**src/rtl/fifo_pkg.sv**
```systemverilog
// fifo_pkg: shared read-mode type, depth helper and parameter legality check for fifo_flags
package fifo_pkg;
  typedef enum logic {
    FIFO_STD  = 1'b0,
    FIFO_FWFT = 1'b1
  } rd_mode_e;
  function automatic int depth(input int size_pow2);
    return 1 << size_pow2;
  endfunction
  function automatic bit params_ok(input int size_pow2, input int af, input int ae, input int fwft);
    return size_pow2 >= 1 && size_pow2 <= 12 &&
           af >= 1 && af <= depth(size_pow2) &&
           ae >= 0 && ae <= depth(size_pow2) - 1 &&
           (fwft == 0 || fwft == 1);
  endfunction
endpackage

```
**src/rtl/fifo_mem.sv**
```systemverilog
// fifo_mem: DEPTH x DW storage, synchronous write port, asynchronous read address
module fifo_mem
  import fifo_pkg::*;
#(
  parameter int DW = 8,
  parameter int AW = 4
) (
  input  logic          clk,
  input  logic          we_i,
  input  logic [AW-1:0] waddr_i,
  input  logic [DW-1:0] wdata_i,
  input  logic [AW-1:0] raddr_i,
  output logic [DW-1:0] rdata_o
);
  logic [DW-1:0] mem_q [depth(AW)];
  always_ff @(posedge clk) begin
    if (we_i) mem_q[waddr_i] <= wdata_i;
  end
  assign rdata_o = mem_q[raddr_i];
endmodule

```
**src/rtl/fifo_flags.sv**
```systemverilog
// fifo_flags: full-depth synchronous FIFO with occupancy count, threshold flags, sticky errors, flush and FWFT mode
module fifo_flags
  import fifo_pkg::*;
#(
  parameter int DW        = 8,
  parameter int SIZE_POW2 = 4,
  parameter int AF_THRESH = depth(SIZE_POW2) - 2,
  parameter int AE_THRESH = 2,
  parameter int FWFT      = 0
) (
  input  logic                 clk,
  input  logic                 rst_n,
  input  logic                 flush_i,
  input  logic                 wr_en_i,
  input  logic [DW-1:0]        wr_data_i,
  input  logic                 rd_en_i,
  output logic [DW-1:0]        rd_data_o,
  output logic                 rd_valid_o,
  output logic                 full_o,
  output logic                 empty_o,
  output logic                 almost_full_o,
  output logic                 almost_empty_o,
  output logic [SIZE_POW2:0]   count_o,
  output logic                 overflow_o,
  output logic                 underflow_o,
  input  logic                 err_clr_i
);
  localparam int PW = SIZE_POW2 + 1;
  localparam rd_mode_e MODE = FWFT == 1 ? FIFO_FWFT : FIFO_STD;
  localparam logic [PW-1:0] AF_L = PW'(AF_THRESH);
  localparam logic [PW-1:0] AE_L = PW'(AE_THRESH);
  if (!params_ok(SIZE_POW2, AF_THRESH, AE_THRESH, FWFT)) begin : g_bad_params
    $error("fifo_flags: illegal parameter combination");
  end
  logic [PW-1:0] wr_ptr_q, wr_ptr_d, rd_ptr_q, rd_ptr_d, count_q, count_d;
  logic [DW-1:0] rd_data_q, rd_data_d, mem_rdata;
  logic          rd_valid_q, rd_valid_d, ovf_q, ovf_d, udf_q, udf_d;
  logic          wr_acc, rd_acc, full, empty;
  // Extra pointer MSB distinguishes full from empty so every entry is usable
  assign empty = wr_ptr_q == rd_ptr_q;
  assign full  = (wr_ptr_q[SIZE_POW2] != rd_ptr_q[SIZE_POW2]) &&
                 (wr_ptr_q[SIZE_POW2-1:0] == rd_ptr_q[SIZE_POW2-1:0]);
  always_comb begin
    wr_acc     = wr_en_i && !full && !flush_i;
    rd_acc     = rd_en_i && !empty && !flush_i;
    wr_ptr_d   = flush_i ? '0 : wr_ptr_q + PW'(wr_acc);
    rd_ptr_d   = flush_i ? '0 : rd_ptr_q + PW'(rd_acc);
    count_d    = flush_i ? '0 : count_q + PW'(wr_acc) - PW'(rd_acc);
    rd_data_d  = rd_acc ? mem_rdata : rd_data_q;
    rd_valid_d = rd_acc;
    // Set beats clear when both happen in one cycle
    ovf_d      = (wr_en_i && full && !flush_i) || (ovf_q && !err_clr_i);
    udf_d      = (rd_en_i && empty && !flush_i) || (udf_q && !err_clr_i);
  end
  always_ff @(posedge clk or negedge rst_n) begin
    if (!rst_n) begin
      wr_ptr_q   <= '0;
      rd_ptr_q   <= '0;
      count_q    <= '0;
      rd_data_q  <= '0;
      rd_valid_q <= 1'b0;
      ovf_q      <= 1'b0;
      udf_q      <= 1'b0;
    end else begin
      wr_ptr_q   <= wr_ptr_d;
      rd_ptr_q   <= rd_ptr_d;
      count_q    <= count_d;
      rd_data_q  <= rd_data_d;
      rd_valid_q <= rd_valid_d;
      ovf_q      <= ovf_d;
      udf_q      <= udf_d;
    end
  end
  fifo_mem #(.DW(DW), .AW(SIZE_POW2)) u_mem (
    .clk     (clk),
    .we_i    (wr_acc),
    .waddr_i (wr_ptr_q[SIZE_POW2-1:0]),
    .wdata_i (wr_data_i),
    .raddr_i (rd_ptr_q[SIZE_POW2-1:0]),
    .rdata_o (mem_rdata)
  );
  // In FWFT mode the head entry is shown directly; when empty the last popped word is held
  assign rd_data_o      = (MODE == FIFO_FWFT && !empty) ? mem_rdata : rd_data_q;
  assign rd_valid_o     = (MODE == FIFO_FWFT) ? !empty : rd_valid_q;
  assign full_o         = full;
  assign empty_o        = empty;
  assign almost_full_o  = count_q >= AF_L;
  assign almost_empty_o = count_q <= AE_L;
  assign count_o        = count_q;
  assign overflow_o     = ovf_q;
  assign underflow_o    = udf_q;
endmodule

```
**config.mk**
```make
export PLATFORM = sky130hd
export DESIGN_NAME = fifo_flags
export DESIGN_NICKNAME = d
export VERILOG_FILES = /design/src/rtl/fifo_pkg.sv /design/src/rtl/fifo_mem.sv /design/src/rtl/fifo_flags.sv
export SDC_FILE = /design/constraint.sdc
export NUM_CORES = 1
export LEC_CHECK = 0
export CORE_MARGIN = 2
export CORE_UTILIZATION = 54
export DETAILED_ROUTE_END_ITERATION = 10
export MAX_ROUTING_LAYER = met4
export PLACE_DENSITY = 0.76
export SYNTH_ARGS = -nofsm -noshare
export SYNTH_HDL_FRONTEND = slang
export SYNTH_HIERARCHICAL = 1
export SYNTH_SLANG_ARGS = --single-unit
```
**constraint.sdc**
```tcl
create_clock -name clk -period 2.4 [get_ports clk]
set_input_delay 0.48 -clock clk [delete_from_list [all_inputs] [get_ports clk]]
set_output_delay 0.48 -clock clk [all_outputs]
set_load 0.005 [all_outputs]
```
Supply network:
Scale: 3 px per micron. Pins as bars on the die edge.
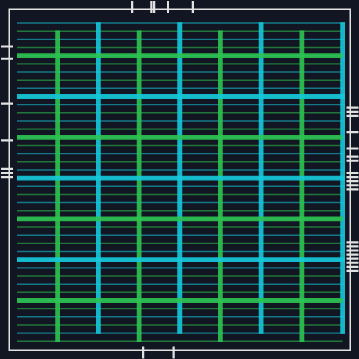
Green shows VSS. Cyan shows VDD.
The core has 39 rows. 34 signal pins sit on the boundary.

Cell classes on the final placement:
Scale: 2 px per micron. Fill, decap, tap and diode cells in gray.
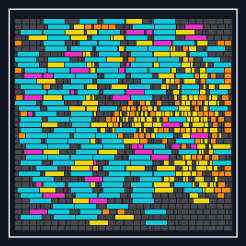
Cyan shows flip-flops, cells 154, share of their area 59%. Orange shows other buffers and delay cells, cells 80, share of their area 9.0%. Yellow shows all other logic, cells 181, share of their area 25%. Magenta shows clock drivers and dummy loads, cells 32, share of their area 7.6%.

==> impl_metrics.tcl <==
# implementation run metrics
set metrics [dict create \
    edf_count 128 \
    tightest_slew_ps 679 \
    power_leader "registers" \
    outcome "finished, violations left" \
    root_buffer "clkbuf_16" \
    dp.cells 549 \
    startpoint_type "flip-flop" \
    top_cell_area_share 0.597 \
    busiest_layer "met2" \
    syn-instance-count 349 \
    power_density_mw_per_mm2 927 \
    clk_latency_ps 420 \
    drt-initial-drc-count 297 \
    flops 154 \
    n_tap_cell 143 \
    drv_slew 0 \
    syn_to_final_growth_pct 21.8 \
    synth_area_leader_cell "edfxtp_1" \
    dieArea_sq_mm 0.0128 \
    grt_pass1_wl_microns 20000 \
    fin_setup_tns_ps 0 \
    setup_slack_ps 70.8 \
    max_cap_viol_count 0 \
    fin_crit_sh 0.971 \
    synth_seq_share 0.699 \
    async_flop_share 0.169 \
    drt_first_pass_iters 7 \
    grt-ovfl-total 0 \
    critPathCapture "count_o[3]$_DFF_PN0_" \
    ys_cells 349 \
    synthesis.nets 376 \
    use_met2 0.361 \
    tritoncts "yes" \
    gr-usage-all-layers 0.223 \
    ys.warnings.count 6 \
    die_height_microns 113 \
    cts_setup_buffers 2 \
    p_comb_frac 0.210 \
    final_cell_mix "128 x edfxtp_1, 45 x buf_4, 30 x clkdlybuf4s50_1" \
    tool_warnings 33 \
    nets 461 \
    critPathArrivalTime_ps 2640 \
    antenna_left 0 \
    pg_clk_mw 2.62 \
    leakage_nw 2.79 \
    nClkBuffers 20 \
    coreArea_sq_mm 0.0115 \
    comb_area_frac 0.236 \
    path_buffers 3 \
    yosys-top-cells-count "128 x edfxtp_1, 26 x dfrtp_1, 25 x nor2_1" \
    setup.worst_path.class "flip-flop to flip-flop" \
    hold_viol_final 0 \
    seq_area_sq_mm 0.00450 \
    crit_path_cell_trace "xnor2_2, and4_4, buf_4, nand2_2, o221a_2, ha_4, buf_4, buf_4, a21oi_1, o21bai_1, xnor2_1, nor2_1" \
    grt_start_max_net_pins 35 \
    swShare 0.244 \
    stdcell_area_sq_mm 0.00784 \
    use_met3 0.0616 \
    regToRegStartpoint "wr_ptr_q[2]$_DFF_PN0_" \
    routedWlPerCell_microns 21.9 \
    initCoreUtil 0.559 \
    startpoint "wr_ptr_q[2]$_DFF_PN0_" \
    p_total_mw 7.26 \
    vias 3502 \
    std_cell_rows 39 \
    required_ps 2710 \
    fillCellCount 755 \
    cp_max_fo 3 \
    fin_cells 590 \
    violations "design-rule violations" \
    pg_comb_mw 1.52 \
    hpwl_microns 8070 \
    synth_cell_types 46 \
    fin_util 0.680 \
    r2r_setup_slack_ps 70 \
    drc_errors 3 \
    syn_area_sq_mm 0.00643 \
    die_w_microns 113 \
    dominant_cells "registers" \
    max_freq_mhz 429 \
    r2r_cells 12 \
    syn_area_per_cell_sq_um 18.4 \
]
[layer usage]
layer | vias up | share of wire
met5 | - | 0
met4 | 0 | 0.018
met3 | 20 | 0.053
met2 | 113 | 0.51
met1 | 1812 | 0.42
li1 | 1557 | -
[logic make-up after synthesis]
| family | count (synthesis) | synth area share |
|---|---|---|
| adders and majority gates | 13 | 0.0264 |
| muxes | 40 | 0.138 |
| xor gates and xnor gates | 14 | 0.0191 |
| and+or+nand+nor | 73 | 0.0570 |
| buffers and inverters | 22 | 0.0229 |
| AOI/OAI and AO/OA | 33 | 0.0383 |
| DFF | 154 | 0.699 |
[registers in the layout, summed over array words and instances, names as in the netlist]
register,count
count_o,5
wr_ptr_q,5
underflow_o,1
rd_valid_o,1
overflow_o,1
u_mem/mem_q,128
rd_data_o,8
rd_ptr_q,5
